==> src/rtl/icache_sa_if.sv <==
// Fetch-side and memory-side signals of the set-associative instruction cache.
// The cache takes the slave view; the Instruction Unit plus memory controller take the master view.
interface icache_sa_if #(
  parameter int BLOCK_WIDTH = 4
);
  localparam int LINE_BITS = 8 << BLOCK_WIDTH;

  logic                   instrReqIn;
  logic [31:0]            instrAddrIn;
  logic                   instrOutValid;
  logic [31:0]            instrOut;
  logic                   missOut;
  logic                   flushIn;
  logic                   memReqOut;
  logic [31-BLOCK_WIDTH:0] memAddrOut;
  logic                   memReqReady;
  logic                   memDataValid;
  logic [LINE_BITS-1:0]   memDataIn;

  modport slave (
    input  instrReqIn, instrAddrIn, flushIn, memReqReady, memDataValid, memDataIn,
    output instrOutValid, instrOut, missOut, memReqOut, memAddrOut
  );

  modport master (
    output instrReqIn, instrAddrIn, flushIn, memReqReady, memDataValid, memDataIn,
    input  instrOutValid, instrOut, missOut, memReqOut, memAddrOut
  );
endinterface

==> src/rtl/icache_sa.sv <==
// Set-associative instruction cache: zero-latency hits, single outstanding line refill,
// lowest-invalid-way then round-robin victim selection, and whole-cache flush.
module icache_sa #(
  parameter int BLOCK_WIDTH = 4,
  parameter int SET_WIDTH   = 3,
  parameter int WAYS        = 2
) (
  input  logic       clkIn,
  input  logic       resetIn,
  icache_sa_if.slave bus
);
  localparam int LINE_BITS = 8 << BLOCK_WIDTH;
  localparam int WORDS     = LINE_BITS / 32;
  localparam int SETS      = 1 << SET_WIDTH;
  localparam int TAG_W     = 32 - BLOCK_WIDTH - SET_WIDTH;
  localparam int PTR_W     = (WAYS > 1) ? $clog2(WAYS) : 1;

  typedef enum logic [1:0] {IDLE, REQ, WAIT, FILL} stateType;

  stateType                stateReg;
  logic [31-BLOCK_WIDTH:0] lineAddrReg;
  logic                    memReqReg;
  logic                    discardReg;
  logic                    advanceReg;
  logic [PTR_W-1:0]        victimPtr [SETS];

  logic [SET_WIDTH-1:0]    reqSet;
  logic [TAG_W-1:0]        reqTag;
  logic [BLOCK_WIDTH-3:0]  reqWord;
  logic [SET_WIDTH-1:0]    fillSet;
  logic [TAG_W-1:0]        fillTag;
  logic                    fillWrite;
  logic [WAYS-1:0]         wayHit;
  logic [WAYS-1:0]         fillSetValid;
  logic [WAYS-1:0][31:0]   wayWord;
  logic [PTR_W-1:0]        victimWay;
  logic [PTR_W-1:0]        nextPtr;
  logic                    fillInvalid;
  logic                    lookupHit;
  logic [31:0]             hitWord;
  logic                    unusedAddrBits;

  assign reqSet         = bus.instrAddrIn[BLOCK_WIDTH+SET_WIDTH-1:BLOCK_WIDTH];
  assign reqTag         = bus.instrAddrIn[31:BLOCK_WIDTH+SET_WIDTH];
  assign reqWord        = bus.instrAddrIn[BLOCK_WIDTH-1:2];
  assign unusedAddrBits = ^bus.instrAddrIn[1:0];
  assign fillSet        = lineAddrReg[SET_WIDTH-1:0];
  assign fillTag        = lineAddrReg[31-BLOCK_WIDTH:SET_WIDTH];

  // A line arriving after a flush during the refill is dropped rather than written.
  assign fillWrite = (stateReg == WAIT) && bus.memDataValid && !discardReg && !bus.flushIn;

  for (genvar gi = 0; gi < WAYS; gi++) begin : gWay
    logic [SETS-1:0]       validBits;
    logic [TAG_W-1:0]      tagMem  [SETS];
    logic [WORDS-1:0][31:0] dataMem [SETS];
    logic                  wayWrite;

    assign wayWrite = fillWrite && (victimWay == PTR_W'(gi));

    always_ff @(posedge clkIn or negedge resetIn) begin
      if (!resetIn) begin
        validBits <= '0;
      end else if (bus.flushIn) begin
        validBits <= '0;
      end else if (wayWrite) begin
        validBits[fillSet] <= 1'b1;
      end
    end

    always_ff @(posedge clkIn) begin
      if (wayWrite) begin
        tagMem[fillSet]  <= fillTag;
        dataMem[fillSet] <= bus.memDataIn;
      end
    end

    assign wayHit[gi]       = validBits[reqSet] && (tagMem[reqSet] == reqTag);
    assign wayWord[gi]      = dataMem[reqSet][reqWord];
    assign fillSetValid[gi] = validBits[fillSet];
  end

  always_comb begin
    victimWay   = victimPtr[fillSet];
    fillInvalid = 1'b0;
    for (int w = WAYS - 1; w >= 0; w--) begin
      if (!fillSetValid[w]) begin
        victimWay   = PTR_W'(w);
        fillInvalid = 1'b1;
      end
    end
  end

  assign nextPtr = (WAYS == 1) ? '0 : victimPtr[fillSet] + PTR_W'(1);

  always_comb begin
    hitWord = '0;
    for (int w = 0; w < WAYS; w++) begin
      if (wayHit[w]) hitWord = wayWord[w];
    end
  end

  assign lookupHit         = (stateReg == IDLE) && bus.instrReqIn && (|wayHit);
  assign bus.instrOutValid = lookupHit;
  assign bus.instrOut      = lookupHit ? hitWord : '0;
  assign bus.missOut       = (stateReg != IDLE) || (bus.instrReqIn && !lookupHit);
  assign bus.memReqOut     = memReqReg;
  assign bus.memAddrOut    = lineAddrReg;

  always_ff @(posedge clkIn or negedge resetIn) begin
    if (!resetIn) begin
      stateReg    <= IDLE;
      lineAddrReg <= '0;
      memReqReg   <= 1'b0;
      discardReg  <= 1'b0;
      advanceReg  <= 1'b0;
      for (int s = 0; s < SETS; s++) victimPtr[s] <= '0;
    end else begin
      case (stateReg)
        IDLE: begin
          if (bus.instrReqIn && !lookupHit) begin
            lineAddrReg <= bus.instrAddrIn[31:BLOCK_WIDTH];
            memReqReg   <= 1'b1;
            stateReg    <= REQ;
          end
        end
        REQ: begin
          if (bus.flushIn) discardReg <= 1'b1;
          if (bus.memReqReady) begin
            memReqReg <= 1'b0;
            stateReg  <= WAIT;
          end
        end
        WAIT: begin
          if (bus.flushIn) discardReg <= 1'b1;
          if (bus.memDataValid) begin
            // Only a replacement of a valid way moves the round-robin pointer.
            advanceReg <= !fillInvalid && !discardReg && !bus.flushIn;
            stateReg   <= FILL;
          end
        end
        FILL: begin
          if (advanceReg) victimPtr[fillSet] <= nextPtr;
          discardReg <= 1'b0;
          advanceReg <= 1'b0;
          stateReg   <= IDLE;
        end
        default: stateReg <= IDLE;
      endcase
      if (bus.flushIn) begin
        for (int s = 0; s < SETS; s++) victimPtr[s] <= '0;
      end
    end
  end
endmodule

==> src/flat_wrapper.sv <==
// flat-port wrapper written by rule: the top's interface ports become plain ports
module icache_sa_flat 
#(
  parameter int BLOCK_WIDTH = 4,
  parameter int SET_WIDTH   = 3,
  parameter int WAYS        = 2
)
  (clkIn, resetIn, bus_instrReqIn, bus_instrAddrIn, bus_flushIn, bus_memReqReady, bus_memDataValid, bus_memDataIn, bus_instrOutValid, bus_instrOut, bus_missOut, bus_memReqOut, bus_memAddrOut);
  icache_sa_if #(.BLOCK_WIDTH(BLOCK_WIDTH)) bus_i ();
  input  logic clkIn;
  input  logic resetIn;
  input wire logic [$bits(bus_i.instrReqIn)-1:0] bus_instrReqIn;
  input wire logic [$bits(bus_i.instrAddrIn)-1:0] bus_instrAddrIn;
  input wire logic [$bits(bus_i.flushIn)-1:0] bus_flushIn;
  input wire logic [$bits(bus_i.memReqReady)-1:0] bus_memReqReady;
  input wire logic [$bits(bus_i.memDataValid)-1:0] bus_memDataValid;
  input wire logic [$bits(bus_i.memDataIn)-1:0] bus_memDataIn;
  output wire logic [$bits(bus_i.instrOutValid)-1:0] bus_instrOutValid;
  output wire logic [$bits(bus_i.instrOut)-1:0] bus_instrOut;
  output wire logic [$bits(bus_i.missOut)-1:0] bus_missOut;
  output wire logic [$bits(bus_i.memReqOut)-1:0] bus_memReqOut;
  output wire logic [$bits(bus_i.memAddrOut)-1:0] bus_memAddrOut;
  assign bus_i.instrReqIn = bus_instrReqIn;
  assign bus_i.instrAddrIn = bus_instrAddrIn;
  assign bus_i.flushIn = bus_flushIn;
  assign bus_i.memReqReady = bus_memReqReady;
  assign bus_i.memDataValid = bus_memDataValid;
  assign bus_i.memDataIn = bus_memDataIn;
  assign bus_instrOutValid = bus_i.instrOutValid;
  assign bus_instrOut = bus_i.instrOut;
  assign bus_missOut = bus_i.missOut;
  assign bus_memReqOut = bus_i.memReqOut;
  assign bus_memAddrOut = bus_i.memAddrOut;
  icache_sa #(.BLOCK_WIDTH(BLOCK_WIDTH), .SET_WIDTH(SET_WIDTH), .WAYS(WAYS)) u_core (.clkIn(clkIn), .resetIn(resetIn), .bus(bus_i));
endmodule
==> config.mk <==
export PLATFORM = sky130hd
export DESIGN_NAME = icache_sa_flat
export DESIGN_NICKNAME = d
export VERILOG_FILES = /design/src/rtl/icache_sa_if.sv /design/src/rtl/icache_sa.sv /design/src/flat_wrapper.sv
export SDC_FILE = /design/constraint.sdc
export NUM_CORES = 2
export LEC_CHECK = 0
export ABC_CLOCK_PERIOD_IN_PS = 36900
export CORE_UTILIZATION = 61
export CTS_CLUSTER_DIAMETER = 60
export DETAILED_ROUTE_END_ITERATION = 7
export PLACE_DENSITY_LB_ADDON = 0.15
export SLEW_MARGIN = 20
export SYNTH_ARGS = -nofsm -noshare
export SYNTH_HDL_FRONTEND = slang
export SYNTH_SLANG_ARGS = --single-unit
==> constraint.sdc <==
create_clock -name clkIn -period 36.9 [get_ports clkIn]
set_clock_uncertainty 0.05 [all_clocks]
set_input_delay 3.69 -clock clkIn [delete_from_list [all_inputs] [get_ports clkIn]]
set_output_delay 3.69 -clock clkIn [all_outputs]
set_load 0.01 [all_outputs]
Fig. 1: routed clock nets over the placement
Scale bar: 100 um.
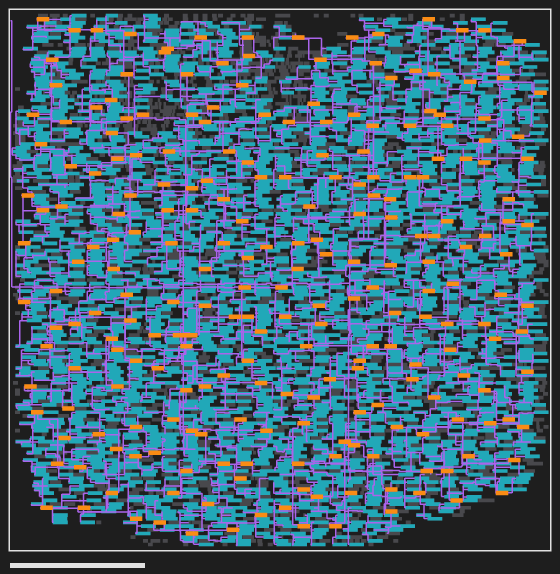
- clock wires: purple (length 25.6 mm)
- flip-flops: cyan (count 2505)
- cells driving clock nets: orange (count 238)
- flops lie: all over the die
- routed clock nets: 239

Fig. 2: sequential cells colored by netlist name
Other sequential cells in the stronger gray, the rest of the logic in the fainter gray.
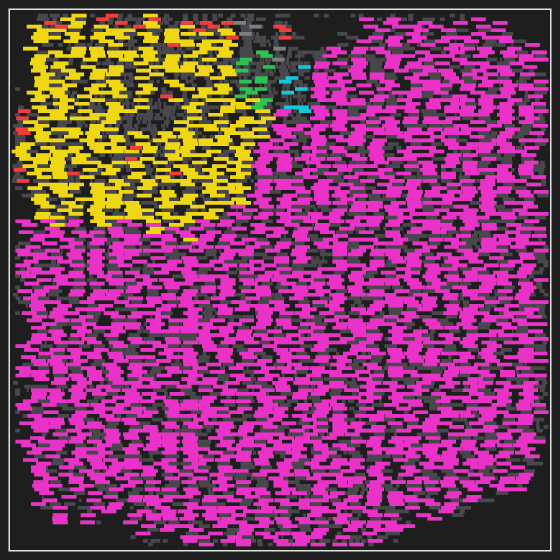
- `u_core.gWay.dataMem`: magenta (placed flops 2048; where all over the die)
- `u_core.bus.memAddrOut`: red (placed flops 28)
- `u_core.gWay.tagMem`: yellow (placed flops 400; where top left)
- `u_core.victimPtr`: cyan (placed flops 8; where top middle)
- `u_core.gWay.validBits`: green (placed flops 16; where top middle)

Fig. 3: the metal 4 layer
Supply wires on this layer in gray.
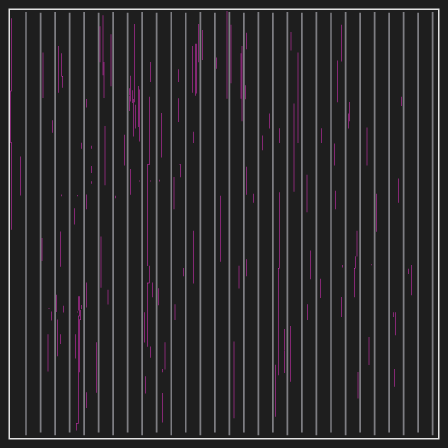
- main direction: vertical
- wire length on this layer: 3880 um

==> job_summary.md <==
### Flow metrics

| Metric | Value |
|---|---|
| Distinct lib cells | 60 |
| Cell area leaders | edfxtp_1 76%, mux4_2 16%, dfrtp_1 1.5% |
| Clock Buffer Count | 295 |
| Top Layout Cells | 2448 x edfxtp_1, 698 x mux4_2, 243 x clkbuf_16 |
| Seq group | 3300 uW |
| Initial drt markers | 4161 |
| Gate power share | 0.058 |
| Hold buffer count at cts | 0 |
| Syn Std Cell Area | 96600 um2 |
| Critical path buffers and inverters | 6 |
| Clk slew on worst S/H paths | 60 ps |
| Critical-path cell list | buf_8, buf_4, buf_12, buf_4, mux4_2, mux2i_1, xor2_1, nand4_1, nor4_1, and3_4, o211ai_4, buf_4, a211oi_1, clkdlybuf4s50_1 |
| Dominant cell by count in the synthesized netlist | edfxtp_1 |
| Net Switching | 1280 uW |
| Sequential fraction of total cell area | 0.689 |
| Top post-synthesis cells by count | 2448 x edfxtp_1, 698 x mux4_2, 112 x mux2i_1, 89 x buf_2, 57 x dfrtp_1 |
| RSZ-0062 raised after global routing | false |
| PostCTS Resize Cnt | 0 |
| Critical Path RT | 33160 ps |
| Worst Tran Pin Value | 1150 ps |
| Reg2Reg Depth | 8 |
| Seq share, synth | 0.776 |
| Peak supply drop | 0.0000542 V |
| Synth mux share | 0.182 |
| Final wirelength | 208 mm |
| Final setup TNS | 0 ps |
| Cells in synth_stat.txt | 4026 |
| Ys Warns | 0 |
| Final worst slack | 21890 ps |
| Kind of critical path | in2out |
| Multi-input gate count | 1303 |
| Worst Path Max Fanout | 81 |
| Initial antenna violation count | 31 |
| Design Power | 6020 uW |
| Pwr Density | 55.3 nW/um2 |
| Combinational logic power | 349 uW |
| Slowest cell on the critical path | buf_4 |
| Ys flop type | edfxtp_1 |
| Switching Share | 0.213 |
| Cell type with the largest total area | edfxtp_1 |
| Largest cell class by area | sequential cells |
| Final clock-cell share | 0.0702 |
| Max Clock Freq | 66.6 MHz |
| Floorplan Nets | 4197 |
| Comb area | 20700 um2 |
| GRT Resource Usage Total | 0.265 |
| Number of enable flip-flop cells | 2448 |
| Area leader share | 0.761 |
| Largest net degree at the start of global routing | 122 |
| Die width | 400 um |
| WHS Endpoint | u_core.advanceReg |
| Met1 usage | 0.380 |
| Detailed Routing Iterations Pass 1 | 8 |
| Busiest layer in global routing | met2 |
| Min-Delay Path Class | reg2reg |
| Biggest cell delay along the critical path | 810 ps |
| Vias in the first global route | 45300 |
| Most common cell on crit path | buf_4 |
| DR WL/cell | 31.4 um |
| Fin nets | 4513 |
| Hold_ws | 449 ps |
| Reg with most FFs | u_core.gWay.dataMem |
| Post-DRT Antenna Nets | 0 |
| Fin area | 109000 um2 |
| Final Util | 0.694 |
| Die area | 160000 um2 |
| Met2 Resource Use GR | 0.431 |
| Non-filler cells, final | 6608 |
| Placed Instances | 6160 |
| Max reg flops | 2048 |
| Pre-CTS WS | 21700 ps |
| Run status | finished clean |
| Register Area | 74900 um2 |
| Vias/cell | 6.62 |
| Skew-Pair Late Insertion Delay | 850 ps |
| Static Leak | 0.0340 uW |
| Int Power | 4730 uW |
| M1 wire length | 85.0 mm |
No activity file was given, so power comes from the tool's default toggle rates.
